==> images/final_congestion.png <==
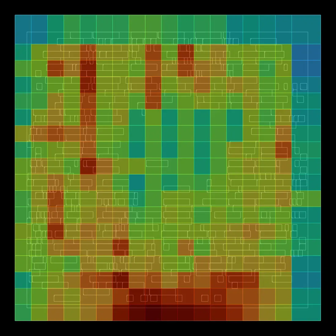
==> images/port_nets.png <==
The bar under the picture is 50 um long.
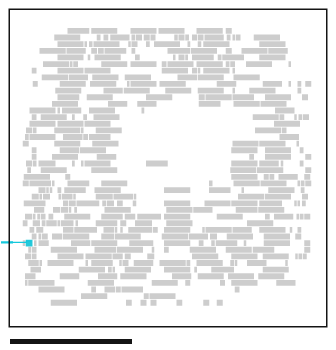
==> images/registers.png <==
Other sequential cells in the stronger grey, the rest of the logic in the fainter grey.
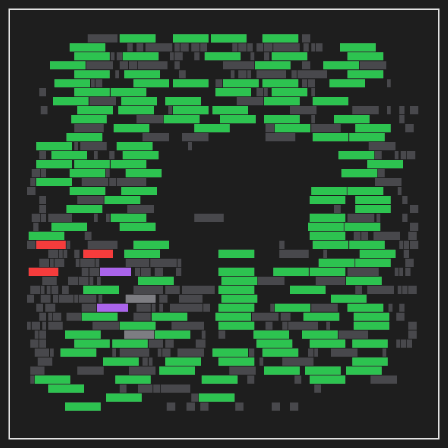
$ cat config.mk
export PLATFORM = sky130hd
export DESIGN_NAME = dummy_dispatch_flat
export DESIGN_NICKNAME = d
export VERILOG_FILES = /design/src/rtl/dummy_dispatch_pkg.sv /design/src/rtl/dummy_dispatch_if.sv /design/src/rtl/dummy_tag_fifo.sv /design/src/rtl/dummy_dispatch.sv /design/src/flat_wrapper.sv
export SDC_FILE = /design/constraint.sdc
export NUM_CORES = 1
export LEC_CHECK = 0
export CORE_MARGIN = 5
export CORE_UTILIZATION = 48
export DETAILED_ROUTE_END_ITERATION = 10
export DONT_BUFFER_PORTS = 1
export GPL_TIMING_DRIVEN = 0
export PLACE_DENSITY = 0.72
export REMOVE_ABC_BUFFERS = 1
export SYNTH_ARGS = -nofsm -noshare
export SYNTH_HDL_FRONTEND = slang
export SYNTH_SLANG_ARGS = --single-unit
$ cat constraint.sdc
create_clock -name clk_i -period 4.5 [get_ports clk_i]
set_input_delay 0.9 -clock clk_i [delete_from_list [all_inputs] [get_ports clk_i]]
set_output_delay 0.9 -clock clk_i [all_outputs]
set_load 0.02 [all_outputs]
$ cat src/rtl/dummy_dispatch_pkg.sv
// dummy_dispatch_pkg: shared types for the dummy coprocessor request front end.
// Rev 1.0
`default_nettype none

package dummy_dispatch_pkg;

  localparam int DUMMY_DATA_W = 32;

  typedef enum logic [1:0] {
    RES_SEL_COMB = 2'b00,
    RES_SEL_PIPE = 2'b01,
    RES_SEL_ITER = 2'b10,
    RES_SEL_ILL  = 2'b11
  } res_sel_t;

  typedef struct packed {
    res_sel_t                sel;
    logic [DUMMY_DATA_W-1:0] data;
  } dispatch_entry_t;

endpackage

`default_nettype wire

$ cat src/rtl/dummy_dispatch_if.sv
// dummy_dispatch_if: request/response channel plus the three unit channels.
// Rev 1.0
`default_nettype none

interface dummy_dispatch_if
  import dummy_dispatch_pkg::*;
#(
  parameter int DATA_W = DUMMY_DATA_W
);

  logic              req_valid_i;
  logic              req_ready_o;
  res_sel_t          req_sel_i;
  logic [DATA_W-1:0] req_a_i;
  logic [DATA_W-1:0] req_b_i;
  logic [DATA_W-1:0] op_a_o;
  logic [DATA_W-1:0] op_b_o;
  logic [DATA_W-1:0] comb_res_i;
  logic              pipe_valid_o;
  logic              pipe_ready_i;
  logic              pipe_res_valid_i;
  logic              pipe_res_ready_o;
  logic [DATA_W-1:0] pipe_res_i;
  logic              iter_valid_o;
  logic              iter_ready_i;
  logic              iter_res_valid_i;
  logic              iter_res_ready_o;
  logic [DATA_W-1:0] iter_res_i;
  logic              rsp_valid_o;
  logic              rsp_ready_i;
  logic [DATA_W-1:0] rsp_data_o;
  logic              rsp_err_o;
  logic              busy_o;

  // Dispatcher view
  modport slave (
    input  req_valid_i, req_sel_i, req_a_i, req_b_i, comb_res_i,
           pipe_ready_i, pipe_res_valid_i, pipe_res_i,
           iter_ready_i, iter_res_valid_i, iter_res_i, rsp_ready_i,
    output req_ready_o, op_a_o, op_b_o, pipe_valid_o, pipe_res_ready_o,
           iter_valid_o, iter_res_ready_o, rsp_valid_o, rsp_data_o,
           rsp_err_o, busy_o
  );

  // Requester and execution-unit view
  modport master (
    output req_valid_i, req_sel_i, req_a_i, req_b_i, comb_res_i,
           pipe_ready_i, pipe_res_valid_i, pipe_res_i,
           iter_ready_i, iter_res_valid_i, iter_res_i, rsp_ready_i,
    input  req_ready_o, op_a_o, op_b_o, pipe_valid_o, pipe_res_ready_o,
           iter_valid_o, iter_res_ready_o, rsp_valid_o, rsp_data_o,
           rsp_err_o, busy_o
  );

endinterface

`default_nettype wire

$ cat src/rtl/dummy_tag_fifo.sv
// dummy_tag_fifo: DEPTH x WIDTH synchronous FIFO with full/empty/count.
// Rev 1.0
`default_nettype none

module dummy_tag_fifo #(
  parameter int DEPTH = 4,
  parameter int WIDTH = 34
) (
  input  wire logic                       clk,
  input  wire logic                       rst_n,
  input  wire logic                       push,
  input  wire logic [WIDTH-1:0]           wdata,
  input  wire logic                       pop,
  output logic      [WIDTH-1:0]           rdata,
  output logic                            full,
  output logic                            empty,
  output logic      [$clog2(DEPTH+1)-1:0] count
);

  localparam int PTR_W = $clog2(DEPTH);
  localparam int CNT_W = $clog2(DEPTH+1);

  logic [WIDTH-1:0] mem [DEPTH];
  logic [PTR_W-1:0] wr_ptr;
  logic [PTR_W-1:0] rd_ptr;
  logic             push_ok;
  logic             pop_ok;

  assign full    = (count == CNT_W'(DEPTH));
  assign empty   = (count == '0);
  assign push_ok = push && !full;
  assign pop_ok  = pop && !empty;
  assign rdata   = mem[rd_ptr];

  // DEPTH is a power of two, so pointers wrap by natural overflow
  always_ff @(posedge clk or negedge rst_n) begin
    if (!rst_n) begin
      wr_ptr <= '0;
      rd_ptr <= '0;
      count  <= '0;
    end else begin
      if (push_ok) wr_ptr <= wr_ptr + PTR_W'(1);
      if (pop_ok)  rd_ptr <= rd_ptr + PTR_W'(1);
      case ({push_ok, pop_ok})
        2'b10:   count <= count + CNT_W'(1);
        2'b01:   count <= count - CNT_W'(1);
        default: count <= count;
      endcase
    end
  end

  always_ff @(posedge clk) begin
    if (push_ok) mem[wr_ptr] <= wdata;
  end

endmodule

`default_nettype wire

$ cat src/rtl/dummy_dispatch.sv
// dummy_dispatch: issues requests to comb/pipe/iter units and returns results in issue order.
// Rev 1.0
`default_nettype none

module dummy_dispatch
  import dummy_dispatch_pkg::*;
#(
  parameter int DATA_W = DUMMY_DATA_W,
  parameter int DEPTH  = 4
) (
  input  wire logic       clk_i,
  input  wire logic       rst_ni,
  dummy_dispatch_if.slave bus
);

  typedef struct packed {
    res_sel_t          sel;
    logic [DATA_W-1:0] data;
  } entry_t;

  localparam int ENTRY_W = $bits(entry_t);
  localparam int CNT_W   = $clog2(DEPTH+1);

  logic               full;
  logic               empty;
  logic [CNT_W-1:0]   count;
  logic               unit_ready;
  logic               push;
  logic               pop;
  entry_t             push_entry;
  entry_t             head;
  logic [ENTRY_W-1:0] head_bits;

  assign bus.op_a_o = bus.req_a_i;
  assign bus.op_b_o = bus.req_b_i;

  always_comb begin
    case (bus.req_sel_i)
      RES_SEL_PIPE: unit_ready = bus.pipe_ready_i;
      RES_SEL_ITER: unit_ready = bus.iter_ready_i;
      default:      unit_ready = 1'b1;
    endcase
  end

  // rst_ni gates the request side so nothing is offered while in reset
  assign bus.req_ready_o  = rst_ni && !full && unit_ready;
  assign bus.pipe_valid_o = rst_ni && bus.req_valid_i && !full && (bus.req_sel_i == RES_SEL_PIPE);
  assign bus.iter_valid_o = rst_ni && bus.req_valid_i && !full && (bus.req_sel_i == RES_SEL_ITER);
  assign push             = bus.req_valid_i && bus.req_ready_o;

  always_comb begin
    push_entry.sel  = bus.req_sel_i;
    push_entry.data = (bus.req_sel_i == RES_SEL_COMB) ? bus.comb_res_i : '0;
  end

  dummy_tag_fifo #(
    .DEPTH (DEPTH),
    .WIDTH (ENTRY_W)
  ) u_tag_fifo (
    .clk   (clk_i),
    .rst_n (rst_ni),
    .push  (push),
    .wdata (push_entry),
    .pop   (pop),
    .rdata (head_bits),
    .full  (full),
    .empty (empty),
    .count (count)
  );

  assign head = entry_t'(head_bits);

  always_comb begin
    bus.rsp_valid_o = 1'b0;
    bus.rsp_data_o  = '0;
    bus.rsp_err_o   = 1'b0;
    if (!empty) begin
      case (head.sel)
        RES_SEL_COMB: begin
          bus.rsp_valid_o = 1'b1;
          bus.rsp_data_o  = head.data;
        end
        RES_SEL_PIPE: begin
          bus.rsp_valid_o = bus.pipe_res_valid_i;
          bus.rsp_data_o  = bus.pipe_res_valid_i ? bus.pipe_res_i : '0;
        end
        RES_SEL_ITER: begin
          bus.rsp_valid_o = bus.iter_res_valid_i;
          bus.rsp_data_o  = bus.iter_res_valid_i ? bus.iter_res_i : '0;
        end
        default: begin
          bus.rsp_valid_o = 1'b1;
          bus.rsp_err_o   = 1'b1;
        end
      endcase
    end
  end

  // Only the head's unit may hand over its result; later ones are held off
  assign bus.pipe_res_ready_o = !empty && (head.sel == RES_SEL_PIPE) && bus.rsp_ready_i;
  assign bus.iter_res_ready_o = !empty && (head.sel == RES_SEL_ITER) && bus.rsp_ready_i;
  assign pop                  = bus.rsp_valid_o && bus.rsp_ready_i;
  assign bus.busy_o           = (count != '0);

endmodule

`default_nettype wire

$ cat src/flat_wrapper.sv
// flat-port wrapper written by rule: the top's interface ports become plain ports
module dummy_dispatch_flat import dummy_dispatch_pkg::*;
#(
  parameter int DATA_W = DUMMY_DATA_W,
  parameter int DEPTH  = 4
)
  (clk_i, rst_ni, bus_req_valid_i, bus_req_sel_i, bus_req_a_i, bus_req_b_i, bus_comb_res_i, bus_pipe_ready_i, bus_pipe_res_valid_i, bus_pipe_res_i, bus_iter_ready_i, bus_iter_res_valid_i, bus_iter_res_i, bus_rsp_ready_i, bus_req_ready_o, bus_op_a_o, bus_op_b_o, bus_pipe_valid_o, bus_pipe_res_ready_o, bus_iter_valid_o, bus_iter_res_ready_o, bus_rsp_valid_o, bus_rsp_data_o, bus_rsp_err_o, bus_busy_o);
  dummy_dispatch_if #(.DATA_W(DATA_W)) bus_i ();
  input  wire logic clk_i;
  input  wire logic rst_ni;
  input wire logic [$bits(bus_i.req_valid_i)-1:0] bus_req_valid_i;
  input wire logic [$bits(bus_i.req_sel_i)-1:0] bus_req_sel_i;
  input wire logic [$bits(bus_i.req_a_i)-1:0] bus_req_a_i;
  input wire logic [$bits(bus_i.req_b_i)-1:0] bus_req_b_i;
  input wire logic [$bits(bus_i.comb_res_i)-1:0] bus_comb_res_i;
  input wire logic [$bits(bus_i.pipe_ready_i)-1:0] bus_pipe_ready_i;
  input wire logic [$bits(bus_i.pipe_res_valid_i)-1:0] bus_pipe_res_valid_i;
  input wire logic [$bits(bus_i.pipe_res_i)-1:0] bus_pipe_res_i;
  input wire logic [$bits(bus_i.iter_ready_i)-1:0] bus_iter_ready_i;
  input wire logic [$bits(bus_i.iter_res_valid_i)-1:0] bus_iter_res_valid_i;
  input wire logic [$bits(bus_i.iter_res_i)-1:0] bus_iter_res_i;
  input wire logic [$bits(bus_i.rsp_ready_i)-1:0] bus_rsp_ready_i;
  output wire logic [$bits(bus_i.req_ready_o)-1:0] bus_req_ready_o;
  output wire logic [$bits(bus_i.op_a_o)-1:0] bus_op_a_o;
  output wire logic [$bits(bus_i.op_b_o)-1:0] bus_op_b_o;
  output wire logic [$bits(bus_i.pipe_valid_o)-1:0] bus_pipe_valid_o;
  output wire logic [$bits(bus_i.pipe_res_ready_o)-1:0] bus_pipe_res_ready_o;
  output wire logic [$bits(bus_i.iter_valid_o)-1:0] bus_iter_valid_o;
  output wire logic [$bits(bus_i.iter_res_ready_o)-1:0] bus_iter_res_ready_o;
  output wire logic [$bits(bus_i.rsp_valid_o)-1:0] bus_rsp_valid_o;
  output wire logic [$bits(bus_i.rsp_data_o)-1:0] bus_rsp_data_o;
  output wire logic [$bits(bus_i.rsp_err_o)-1:0] bus_rsp_err_o;
  output wire logic [$bits(bus_i.busy_o)-1:0] bus_busy_o;
  assign bus_i.req_valid_i = bus_req_valid_i;
  assign bus_i.req_sel_i = bus_req_sel_i;
  assign bus_i.req_a_i = bus_req_a_i;
  assign bus_i.req_b_i = bus_req_b_i;
  assign bus_i.comb_res_i = bus_comb_res_i;
  assign bus_i.pipe_ready_i = bus_pipe_ready_i;
  assign bus_i.pipe_res_valid_i = bus_pipe_res_valid_i;
  assign bus_i.pipe_res_i = bus_pipe_res_i;
  assign bus_i.iter_ready_i = bus_iter_ready_i;
  assign bus_i.iter_res_valid_i = bus_iter_res_valid_i;
  assign bus_i.iter_res_i = bus_iter_res_i;
  assign bus_i.rsp_ready_i = bus_rsp_ready_i;
  assign bus_req_ready_o = bus_i.req_ready_o;
  assign bus_op_a_o = bus_i.op_a_o;
  assign bus_op_b_o = bus_i.op_b_o;
  assign bus_pipe_valid_o = bus_i.pipe_valid_o;
  assign bus_pipe_res_ready_o = bus_i.pipe_res_ready_o;
  assign bus_iter_valid_o = bus_i.iter_valid_o;
  assign bus_iter_res_ready_o = bus_i.iter_res_ready_o;
  assign bus_rsp_valid_o = bus_i.rsp_valid_o;
  assign bus_rsp_data_o = bus_i.rsp_data_o;
  assign bus_rsp_err_o = bus_i.rsp_err_o;
  assign bus_busy_o = bus_i.busy_o;
  dummy_dispatch #(.DATA_W(DATA_W), .DEPTH(DEPTH)) u_core (.clk_i(clk_i), .rst_ni(rst_ni), .bus(bus_i));
endmodule
==> Changelog: implementation <==
### Physical design

* Worst Hold Class: input port to async pin
* Layout cells sized above 1 at 18.4%
* Tightest Pin Transition at ~1200 ps
* Dominant logic cell type in the layout: edfxtp_1
* R2R Setup Slk at roughly 1100 ps
* Slew headroom at roughly 22%
* Startpoint class of the critical path: flip-flop
* Status: finished, final reports clean
* Final instance area at 7080 um^2
* Cell Rows at 43
* Final Critical Period at approximately 4300 ps
* Clk latency late pin at slightly above 400 ps
* CP max-delay cell: dfrtp_2
* TritonCTS buffer count at 17
* Sw power at roughly 1.6 mW
* H-tree depth at 4
* Residual DRC count at 0
* Internal at between 2 and 3 mW
* Largest cells by area: edfxtp_1 59%, mux4_2 10%, buf_4 7.0%
* Routability cong. at roughly 0.76
* Synth Area in XOR/XNOR at 0.765%
* Post-synth top area share at between 50 and 60%
* Top Ports at between 200 and 300
* Clk pwr share at a little over a quarter
* Delay-heaviest family, CP: flip-flops
* # Cells Yosys at 455
* Fmax at roughly 230 MHz
* Placed Cells at around 550
* First-pass DRT Iterations at 6
* Cells along the critical path: mux4_2 -> ha_1 -> nand2b_2 -> a21oi_1
* Die Ht at 130 um
* Post-route setup slack at about 200 ps
* Synth warn at 0
* Via density at approximately 6.2
* R2r endpoint: u_core.u_tag_fifo.count[2]
* Adder share at 2.48%
* Via count at between 3,000 and 4,000
* YS chip area at between 6000 and 7000 um^2
Notes on final_congestion.png above:
gr usage total: 21.9%
wire per inst: 30.7 um

Notes on port_nets.png above:
bus_req_ready_o: in cyan, bits 1, direction output, edge left, end cells 1, buffers 0, wire 8.60 um.

Notes on registers.png above:
u_core.u_tag_fifo.mem: in green, flops 136, where all over the die. u_core.u_tag_fifo.rd_ptr: in purple, flops 2. u_core.u_tag_fifo.count: in red, flops 3.
Another 2 sequential cells are not coloured.

==> registers in the layout, summed over array words and instances (netlist names) <==
register	flops
u_core.u_tag_fifo.mem	136
u_core.u_tag_fifo.count	3
u_core.u_tag_fifo.rd_ptr	2
u_core.u_tag_fifo.wr_ptr	2
==> Yosys cell counts (2+ instances only) <==
cell type and n:
a21oi_1 32, a22oi_1 33, a31oi_1 2, and2_1 41, and3_1 2, buf_12 3, buf_2 13, buf_4 64
clkbuf_1 7, dfrtp_1 7, edfxtp_1 136, ha_1 12, inv_1 13, mux4_1 3, mux4_2 31, nand2_1 36
nor2_1 2, xnor2_1 3, xor2_1 3
==> routing by layer <==
metal | track usage [%] | part of all wire (%)
met1 | 27.2 | 38
met2 | 28.3 | 41
met3 | 17.4 | 18
met4 | 6.42 | 1.4
met5 | 11.5 | 1.5
==> power groups by stage <==
stage                     Combinational [mW]  Sequential [mW]  Clock (mW)
after floorplan                         1.11             1.75           0
after global placement                  1.37             1.82           0
after detailed placement                1.47             1.79           0
after CTS                               1.48             1.76        1.20
after global routing                    1.60             1.78        1.26
final                                   1.47             1.75        1.17
==> worst register-to-register path, stage by stage, from the launching register on <==
cell	delay [ps]
dfrtp_2	820
mux4_2	650
inv_1	120
ha_1	210
nand2_1	100
a31oi_1	260
ha_1	250
inv_1	70
fa_1	380
xor2_1	150
nor2_1	110
xor2_1	160
==> how the worst max path moves through the flow <==
stage                               to                   startpoint  cells past startpoint  slack, ps
floorplan            bus_rsp_data_o[0]  u_core.u_tag_fifo.rd_ptr[0]                      6         30
global placement    bus_rsp_data_o[25]  u_core.u_tag_fifo.rd_ptr[0]                      6      -1390
detailed placement  bus_rsp_data_o[25]  u_core.u_tag_fifo.rd_ptr[0]                      6       -230
CTS                 bus_rsp_data_o[15]  u_core.u_tag_fifo.rd_ptr[0]                      4        120
global route        bus_rsp_data_o[25]  u_core.u_tag_fifo.rd_ptr[0]                      4        -40
finish              bus_rsp_data_o[29]  u_core.u_tag_fifo.rd_ptr[0]                      4        200
==> final cells by class <==
type	instances	area (um^2)	area share (%)
clock buffers	22	444	6.27
clock inverters	10	47.5	0.671
inverters	13	48.8	0.689
multi-input cells	210	1930	27.3
flip-flops and latches	143	4260	60.2
well taps	180	225	3.18
repair buffers	5	123	1.73
==> repair_timing <==
item                                    in CTS  in global routing
hold buffers                                 0                  0
endpoints found under the setup margin      32                  6
resized                                      6                  2
==> kinds of logic (layout without fill, tap and decap cells) <==
group / Yosys count / after routing
xor+xnor: 6 / 6
simple gates: 84 / 84
compound gates: 72 / 72
mux: 35 / 35
buf+inv: 102 / 50
fa+ha+maj: 13 / 13
flops: 143 / 143
No activity file was given, so power comes from the tool's default toggle rates.
